run_1/wires.png
The bar under the picture is 20 um long. Two of the layers only.
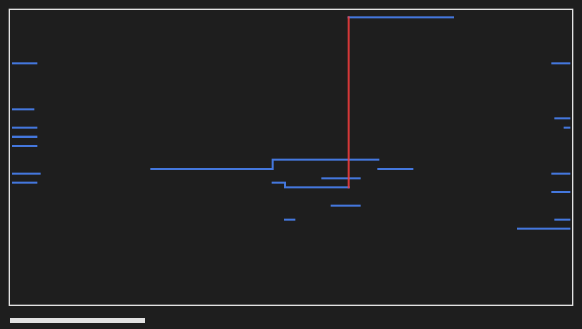
run_1/logic_types.png
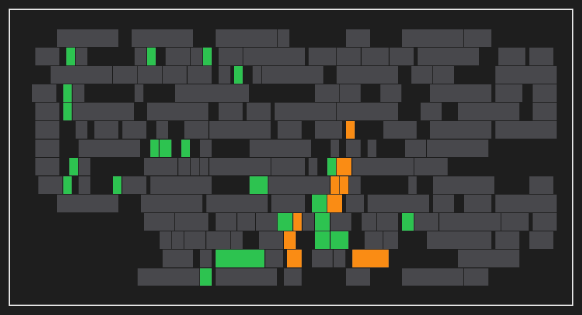
run_1/placement_by_type.png
The bar under the picture is 20 um long.
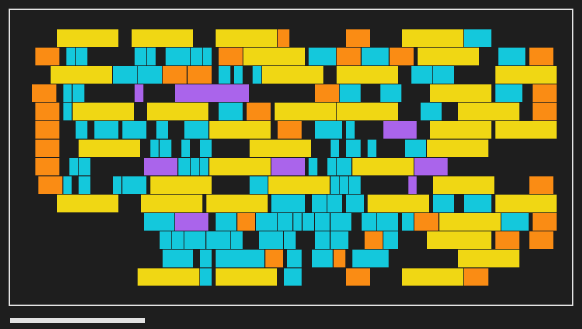
===== src/rtl/spi_master_if.sv =====
// Host/serial bundle for spi_master.
// Optional ovr_err signal is present only when SPI_MASTER_OVR_EN is defined.
interface spi_master_if;
    logic       start;
    logic [9:0] cmd_data;
    logic       busy;
    logic       done;
    logic [7:0] rd_data;
    logic       rd_valid;
    logic       SS_n;
    logic       MOSI;
    logic       MISO;
`ifdef SPI_MASTER_OVR_EN
    logic       ovr_err;

    modport master (
        input  start, cmd_data, MISO,
        output busy, done, rd_data, rd_valid, SS_n, MOSI, ovr_err
    );
    modport slave (
        output start, cmd_data, MISO,
        input  busy, done, rd_data, rd_valid, SS_n, MOSI, ovr_err
    );
`else
    modport master (
        input  start, cmd_data, MISO,
        output busy, done, rd_data, rd_valid, SS_n, MOSI
    );
    modport slave (
        output start, cmd_data, MISO,
        input  busy, done, rd_data, rd_valid, SS_n, MOSI
    );
`endif
endinterface


===== src/rtl/spi_master.sv =====
// SPI master: sends a 10-bit command frame MSB first and, for read-data
// frames, waits TURN cycles then captures one byte from MISO.
// Optional feature macro: SPI_MASTER_OVR_EN adds the ovr_err pulse output
// flagging start requests that arrive while a frame is in progress.
module spi_master #(
    parameter int TURN = 2
) (
    input  logic          clk,
    input  logic          rst,
    spi_master_if.master  bus
);

    typedef enum logic [2:0] {
        IDLE     = 3'd0,
        SEL      = 3'd1,
        CMD      = 3'd2,
        SHIFT    = 3'd3,
        TURNWAIT = 3'd4,
        READ     = 3'd5,
        END      = 3'd6
    } state_t;

    // Last turnaround count; unused (and harmless) when TURN is 0.
    localparam logic [3:0] TURN_LAST = 4'(TURN - 1);

    state_t     state_q, state_d;
    logic [3:0] cnt_q, cnt_d;
    logic [9:0] sr_q, sr_d;
    logic       is_rd_q, is_rd_d;
    logic [6:0] rx_q, rx_d;
    logic [7:0] rd_data_q, rd_data_d;
    logic       ss_n_q, ss_n_d;
    logic       mosi_q, mosi_d;
    logic       busy_q, busy_d;
    logic       done_q, done_d;
    logic       rd_valid_q, rd_valid_d;

    // State register.
    always_ff @(posedge clk or posedge rst) begin
        if (rst) begin
            state_q <= IDLE;
        end else begin
            state_q <= state_d;
        end
    end

    // Next-state logic; start is only looked at in IDLE.
    always_comb begin
        state_d = state_q;
        case (state_q)
            IDLE: begin
                if (bus.start) state_d = SEL;
                else           state_d = IDLE;
            end
            SEL:  state_d = CMD;
            CMD:  state_d = SHIFT;
            SHIFT: begin
                if (cnt_q == 4'd9) begin
                    if (is_rd_q) begin
                        if (TURN == 0) state_d = READ;
                        else           state_d = TURNWAIT;
                    end else begin
                        state_d = END;
                    end
                end else begin
                    state_d = SHIFT;
                end
            end
            TURNWAIT: begin
                if (cnt_q == TURN_LAST) state_d = READ;
                else                    state_d = TURNWAIT;
            end
            READ: begin
                if (cnt_q == 4'd7) state_d = END;
                else               state_d = READ;
            end
            END:     state_d = IDLE;
            default: state_d = IDLE;
        endcase
    end

    // Datapath next values: bit counter, command shifter, MISO capture.
    always_comb begin
        sr_d      = sr_q;
        is_rd_d   = is_rd_q;
        rx_d      = rx_q;
        rd_data_d = rd_data_q;
        // Counter runs while staying in a timed state, clears on any change.
        if ((state_d == state_q) &&
            ((state_q == SHIFT) || (state_q == TURNWAIT) || (state_q == READ))) begin
            cnt_d = cnt_q + 4'd1;
        end else begin
            cnt_d = 4'd0;
        end
        if ((state_q == IDLE) && bus.start) begin
            sr_d    = bus.cmd_data;
            is_rd_d = (bus.cmd_data[9:8] == 2'b11);
            rx_d    = 7'd0;
        end else if (state_q == SHIFT) begin
            sr_d = {sr_q[8:0], 1'b0};
        end else if (state_q == READ) begin
            rx_d = {rx_q[5:0], bus.MISO};
        end else begin
            sr_d = sr_q;
        end
        // rd_data only changes when a read-data frame completes.
        if ((state_q == READ) && (state_d == END)) begin
            rd_data_d = {rx_q, bus.MISO};
        end else begin
            rd_data_d = rd_data_q;
        end
    end

    // Output decode from the upcoming state so the registered pins line up
    // with the state they belong to.
    always_comb begin
        ss_n_d     = 1'b1;
        mosi_d     = 1'b0;
        busy_d     = 1'b0;
        done_d     = 1'b0;
        rd_valid_d = 1'b0;
        case (state_d)
            IDLE: begin
                ss_n_d = 1'b1;
            end
            SEL, CMD, SHIFT: begin
                ss_n_d = 1'b0;
                mosi_d = sr_d[9];
                busy_d = 1'b1;
            end
            TURNWAIT, READ: begin
                ss_n_d = 1'b0;
                busy_d = 1'b1;
            end
            END: begin
                busy_d     = 1'b1;
                done_d     = 1'b1;
                rd_valid_d = is_rd_q;
            end
            default: begin
                ss_n_d = 1'b1;
            end
        endcase
    end

    // Datapath and output registers; reset aborts any frame immediately.
    always_ff @(posedge clk or posedge rst) begin
        if (rst) begin
            cnt_q      <= 4'd0;
            sr_q       <= 10'd0;
            is_rd_q    <= 1'b0;
            rx_q       <= 7'd0;
            rd_data_q  <= 8'd0;
            ss_n_q     <= 1'b1;
            mosi_q     <= 1'b0;
            busy_q     <= 1'b0;
            done_q     <= 1'b0;
            rd_valid_q <= 1'b0;
        end else begin
            cnt_q      <= cnt_d;
            sr_q       <= sr_d;
            is_rd_q    <= is_rd_d;
            rx_q       <= rx_d;
            rd_data_q  <= rd_data_d;
            ss_n_q     <= ss_n_d;
            mosi_q     <= mosi_d;
            busy_q     <= busy_d;
            done_q     <= done_d;
            rd_valid_q <= rd_valid_d;
        end
    end

    assign bus.SS_n     = ss_n_q;
    assign bus.MOSI     = mosi_q;
    assign bus.busy     = busy_q;
    assign bus.done     = done_q;
    assign bus.rd_valid = rd_valid_q;
    assign bus.rd_data  = rd_data_q;

`ifdef SPI_MASTER_OVR_EN
    logic ovr_err_q, ovr_err_d;

    // Flag a start request that arrives while a frame is still running.
    always_comb begin
        if (bus.start && (state_q != IDLE)) ovr_err_d = 1'b1;
        else                                ovr_err_d = 1'b0;
    end

    // Overrun pulse register.
    always_ff @(posedge clk or posedge rst) begin
        if (rst) begin
            ovr_err_q <= 1'b0;
        end else begin
            ovr_err_q <= ovr_err_d;
        end
    end

    assign bus.ovr_err = ovr_err_q;
`endif

endmodule

===== src/flat_wrapper.sv =====
// flat-port wrapper written by rule: the top's interface ports become plain ports
module spi_master_flat 
#(
    parameter int TURN = 2
)
  (clk, rst, bus_start, bus_cmd_data, bus_MISO, bus_busy, bus_done, bus_rd_data, bus_rd_valid, bus_SS_n, bus_MOSI);
  spi_master_if bus_i ();
  input  logic clk;
  input  logic rst;
  input wire logic [$bits(bus_i.start)-1:0] bus_start;
  input wire logic [$bits(bus_i.cmd_data)-1:0] bus_cmd_data;
  input wire logic [$bits(bus_i.MISO)-1:0] bus_MISO;
  output wire logic [$bits(bus_i.busy)-1:0] bus_busy;
  output wire logic [$bits(bus_i.done)-1:0] bus_done;
  output wire logic [$bits(bus_i.rd_data)-1:0] bus_rd_data;
  output wire logic [$bits(bus_i.rd_valid)-1:0] bus_rd_valid;
  output wire logic [$bits(bus_i.SS_n)-1:0] bus_SS_n;
  output wire logic [$bits(bus_i.MOSI)-1:0] bus_MOSI;
  assign bus_i.start = bus_start;
  assign bus_i.cmd_data = bus_cmd_data;
  assign bus_i.MISO = bus_MISO;
  assign bus_busy = bus_i.busy;
  assign bus_done = bus_i.done;
  assign bus_rd_data = bus_i.rd_data;
  assign bus_rd_valid = bus_i.rd_valid;
  assign bus_SS_n = bus_i.SS_n;
  assign bus_MOSI = bus_i.MOSI;
  spi_master #(.TURN(TURN)) u_core (.clk(clk), .rst(rst), .bus(bus_i));
endmodule

===== config.mk =====
export PLATFORM = sky130hd
export DESIGN_NAME = spi_master_flat
export DESIGN_NICKNAME = d
export VERILOG_FILES = /design/src/rtl/spi_master_if.sv /design/src/rtl/spi_master.sv /design/src/flat_wrapper.sv
export SDC_FILE = /design/constraint.sdc
export NUM_CORES = 1
export LEC_CHECK = 0
export CORE_ASPECT_RATIO = 0.5
export CORE_MARGIN = 2
export CORE_UTILIZATION = 52
export CTS_CLUSTER_DIAMETER = 200
export DETAILED_ROUTE_END_ITERATION = 8
export PLACE_DENSITY = 0.78
export RECOVER_POWER = 50
export SLEW_MARGIN = 0
export SYNTH_ARGS = -nofsm -noshare
export SYNTH_HDL_FRONTEND = slang
export SYNTH_SLANG_ARGS = --single-unit

===== constraint.sdc =====
create_clock -name clk -period 2 [get_ports clk]
set_input_delay 0.4 -clock clk [delete_from_list [all_inputs] [get_ports clk]]
set_output_delay 0.4 -clock clk [all_outputs]
set_load 0.01 [all_outputs]

==> impl_metrics.tcl, run 1 <==
# place-and-route summary
set metrics [dict create \
    core_util_floorplan 0.544 \
    path_clk_slew_ps 70 \
    synth.net_count 152 \
    hpwl_mm 2.05 \
    top_layer "met4" \
    setup_violations 0 \
    cts_sinks 38 \
    final_layout_top_logic_cells "dfrtp_1, clkdlybuf4s50_1, nand2_1, o21ai_0, mux2i_1" \
    wl_met1_mm 1.45 \
    r2r_setup_slack_ps 150 \
    p_leak_nw 0.931 \
    holdWs_ps 487 \
    finalClockPeriodUsage 0.926 \
    tightest_slew_ps 908 \
    largestClassByArea "flip-flops and latches" \
    p_clk_frac 0.286 \
    required_ps 2200 \
    r2r_start "u_core.cnt_q[0]" \
    antenna_cells 0 \
    pg_comb_uw 562 \
    boundaryPins 27 \
    p_sw_uw 660 \
    adder_share 0.0153 \
    hold_buffers 0 \
    core-area_um2 3000 \
    buffer_area_frac 0.142 \
    cp-start-kind "register" \
    aoi_share 0.121 \
    crit_path_cell_trace "ha_1, nand3b_4, a31o_1, or4b_4, a21oi_1" \
    post-place-ws_ps -10.5 \
    drive_gt1_frac 0.147 \
    comb_cells 87 \
    path_class "reg -> reg" \
    post-synth-top-area-cell "dfrtp_1" \
    hp-start "u_core.cnt_q[0]" \
    reg2reg_depth 5 \
    avgSynthCellArea_um2 12.0 \
    edf_count 0 \
    warning_count 27 \
    largest_reg_flops 10 \
    ctsResizeCount 0 \
    cts_htree_levels 2 \
    min_path_type "reg -> reg" \
    clockBufferDepth 2 \
    crit_family "simple AND/OR/NAND/NOR gates" \
    seqPwrFrac 0.457 \
    dieArea_um2 3630 \
    status "complete, no violations" \
    postCtsSetupBuffers 0 \
    ys_cells 136 \
    seq_area_frac 0.462 \
    viasPerCell 5.31 \
    most_common_cell "dfrtp_1" \
    fin_skew_ps 5.98 \
    top_register "u_core.sr_q" \
    fin_crit_ps 1850 \
    powerDensity_nw_per_um2 1060 \
    p_seq_mw 1.00 \
    grt_pass1_vias 1110 \
    irDropWorstVdd_v 0.000518 \
    hold_end "u_core.cnt_q[0]" \
    flop_area_um2 952 \
    dp_cells 202 \
    syn-instance-count 136 \
    routabilityCongestion 0.864 \
    critPathLaunch "u_core.cnt_q[0]" \
    nFlopsAndLatches 38 \
    syn_to_final_growth_pct 26.3 \
    ys_sh_mux 0.111 \
    ys.flops 38 \
    combGateArea_um2 636 \
    synth_area_um2 1630 \
    drt_iter0_markers 77 \
    grt_use_met1 0.249 \
    finalWorstSetupSlack_ps 148 \
    worstReg2RegEnd "u_core.cnt_q[3]" \
    drc 0 \
    timing.fmax_ghz 0.540 \
    synth_seq_share 0.584 \
]
Back to the opening pictures, wires.png:
metal 4 -> red  # wire length 25.2 um
metal 3 -> blue  # wire length 123 um
drt wl/cell: 14.0 um
overall routing resource usage: 0.186
via count: 1,116
final wirelength: 2.95 mm

Back to the opening pictures, logic_types.png:
NAND gates -> green  # cells 22
NOR gates -> orange  # cells 9
Comb area share: 0.309
commonest non-fill, non-tap cell in the layout: dfrtp_1
final cell count without fillers: 210

Back to the opening pictures, placement_by_type.png:
other buffers and delay cells -> orange  # cells 31
clock drivers and dummy loads -> purple  # cells 8
combinational and other logic -> cyan  # cells 93
flops -> yellow  # cells 38

run_1/flops_by_reg.png
The bar under the picture is 20 um long. Other sequential cells in the stronger gray, the rest of the logic in the fainter gray.
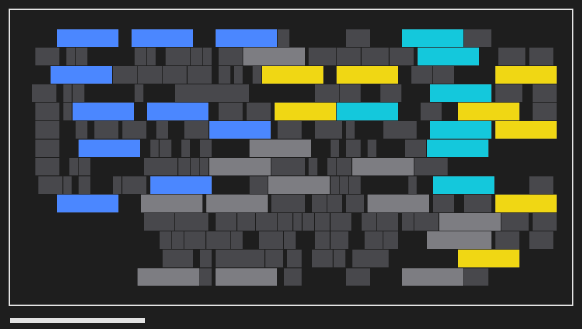

==> inputs of run 2 (changes only) <==
--- a/config.mk
+++ b/config.mk
@@ -6,4 +6,5 @@
 export NUM_CORES = 1
 export LEC_CHECK = 0
+export ABC_AREA = 0
 export CORE_ASPECT_RATIO = 0.5
 export CORE_MARGIN = 2
==> constraint.sdc (replaced) <==
create_clock -name clk -period 2 [get_ports clk]
set_input_delay 0.3 -clock clk [delete_from_list [all_inputs] [get_ports clk]]
set_output_delay 0.3 -clock clk [all_outputs]
set_load 0.01 [all_outputs]
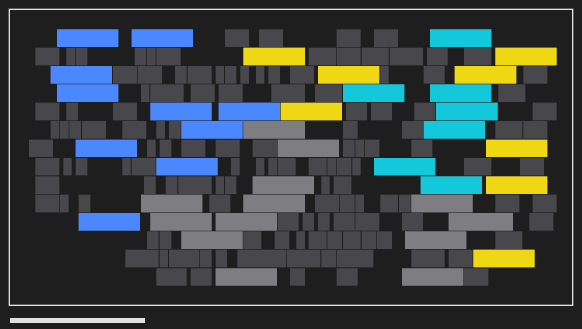
run_2/flops_by_reg.png
The bar under the picture is 20 um long. Other sequential cells in the stronger gray, the rest of the logic in the fainter gray.
u_core.bus.rd_data -> yellow  # placed flops 8
u_core.sr_q -> blue  # placed flops 10
u_core.rx_q -> cyan  # placed flops 7

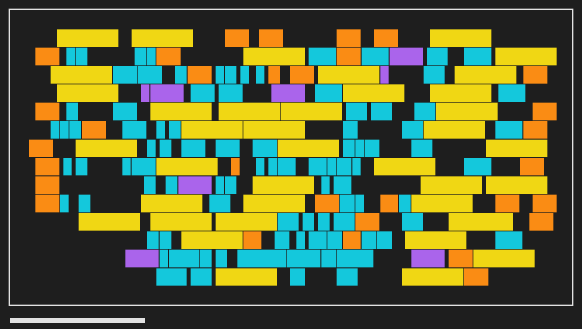
run_2/placement_by_type.png
The bar under the picture is 20 um long.
clock drivers and dummy loads -> purple  # cells 8
other buffers and delay cells -> orange  # cells 31
flops -> yellow  # cells 38
combinational and other logic -> cyan  # cells 93

==> run 2 against run 1 <==
  * Non-clock buffer count did not move
  * Die area did not move
  * Core utilization fell by 0.58 points
  * Total power fell by 6.0%
  * Combinational power fell by 5.5%
  * Cell count did not move
  * Final area fell by 0.85%
  * Register-to-register slack barely moved
  * Critical endpoint unchanged
  * Largest power group unchanged
==> impl_metrics.tcl, run 2 <==
# place-and-route summary
set metrics [dict create \
    routabilityCongestion 0.819 \
    syn_to_final_growth_pct 25.2 \
    combGateArea_um2 636 \
    finalWorstSetupSlack_ps 162 \
    r2r_setup_slack_ps 160 \
    finalClockPeriodUsage 0.919 \
    final_layout_top_logic_cells "dfrtp_1, clkdlybuf4s50_1, nand2_1, o21ai_0, mux2i_1" \
    boundaryPins 27 \
    powerDensity_nw_per_um2 1010 \
    nFlopsAndLatches 38 \
    required_ps 2210 \
    r2r_start "u_core.cnt_q[0]" \
    cts_htree_levels 2 \
    core_util_floorplan 0.544 \
    min_path_type "reg -> reg" \
    crit_path_cell_trace "ha_1, nand3b_4, a31o_1, or4b_4, a21oi_1" \
    p_seq_uw 999 \
    cts_sinks 38 \
    wirelength_mm 2.82 \
    synth.net_count 152 \
    ys_cells 136 \
    top_register "u_core.sr_q" \
    pg_comb_uw 531 \
    irDropWorstVdd_v 0.000484 \
    critPathLaunch "u_core.cnt_q[0]" \
    flop_area_um2 952 \
    aoi_share 0.121 \
    wire_per_inst_um 13.4 \
    timing.fmax_ghz 0.544 \
    reg2reg_depth 5 \
    path_class "reg -> reg" \
    buffer_area_frac 0.143 \
    layout_top_cell "dfrtp_1" \
    most_common_cell "dfrtp_1" \
    ctsResizeCount 0 \
    core-area_um2 3000 \
    num_vias 1106 \
    clockBufferDepth 2 \
    status "complete, no violations" \
    viasPerCell 5.27 \
    setup_violations 0 \
    drt_iter0_markers 59 \
    synth_seq_share 0.584 \
    grt_pass1_vias 1042 \
    worstReg2RegEnd "u_core.cnt_q[3]" \
    dp_cells 202 \
    edf_count 0 \
    drive_gt1_frac 0.141 \
    seq_area_frac 0.466 \
    hp-start "u_core.cnt_q[0]" \
    holdWs_ps 492 \
    wl_met1_mm 1.37 \
    p_sw_uw 631 \
    ys.flops 38 \
    antenna_cells 0 \
    drc 0 \
    p_clk_frac 0.256 \
    crit_family "simple AND/OR/NAND/NOR gates" \
    hold_end "u_core.cnt_q[0]" \
    hold_buffers 0 \
    tightest_slew_ps 898 \
]
Power is estimated from default activity; no workload was simulated.
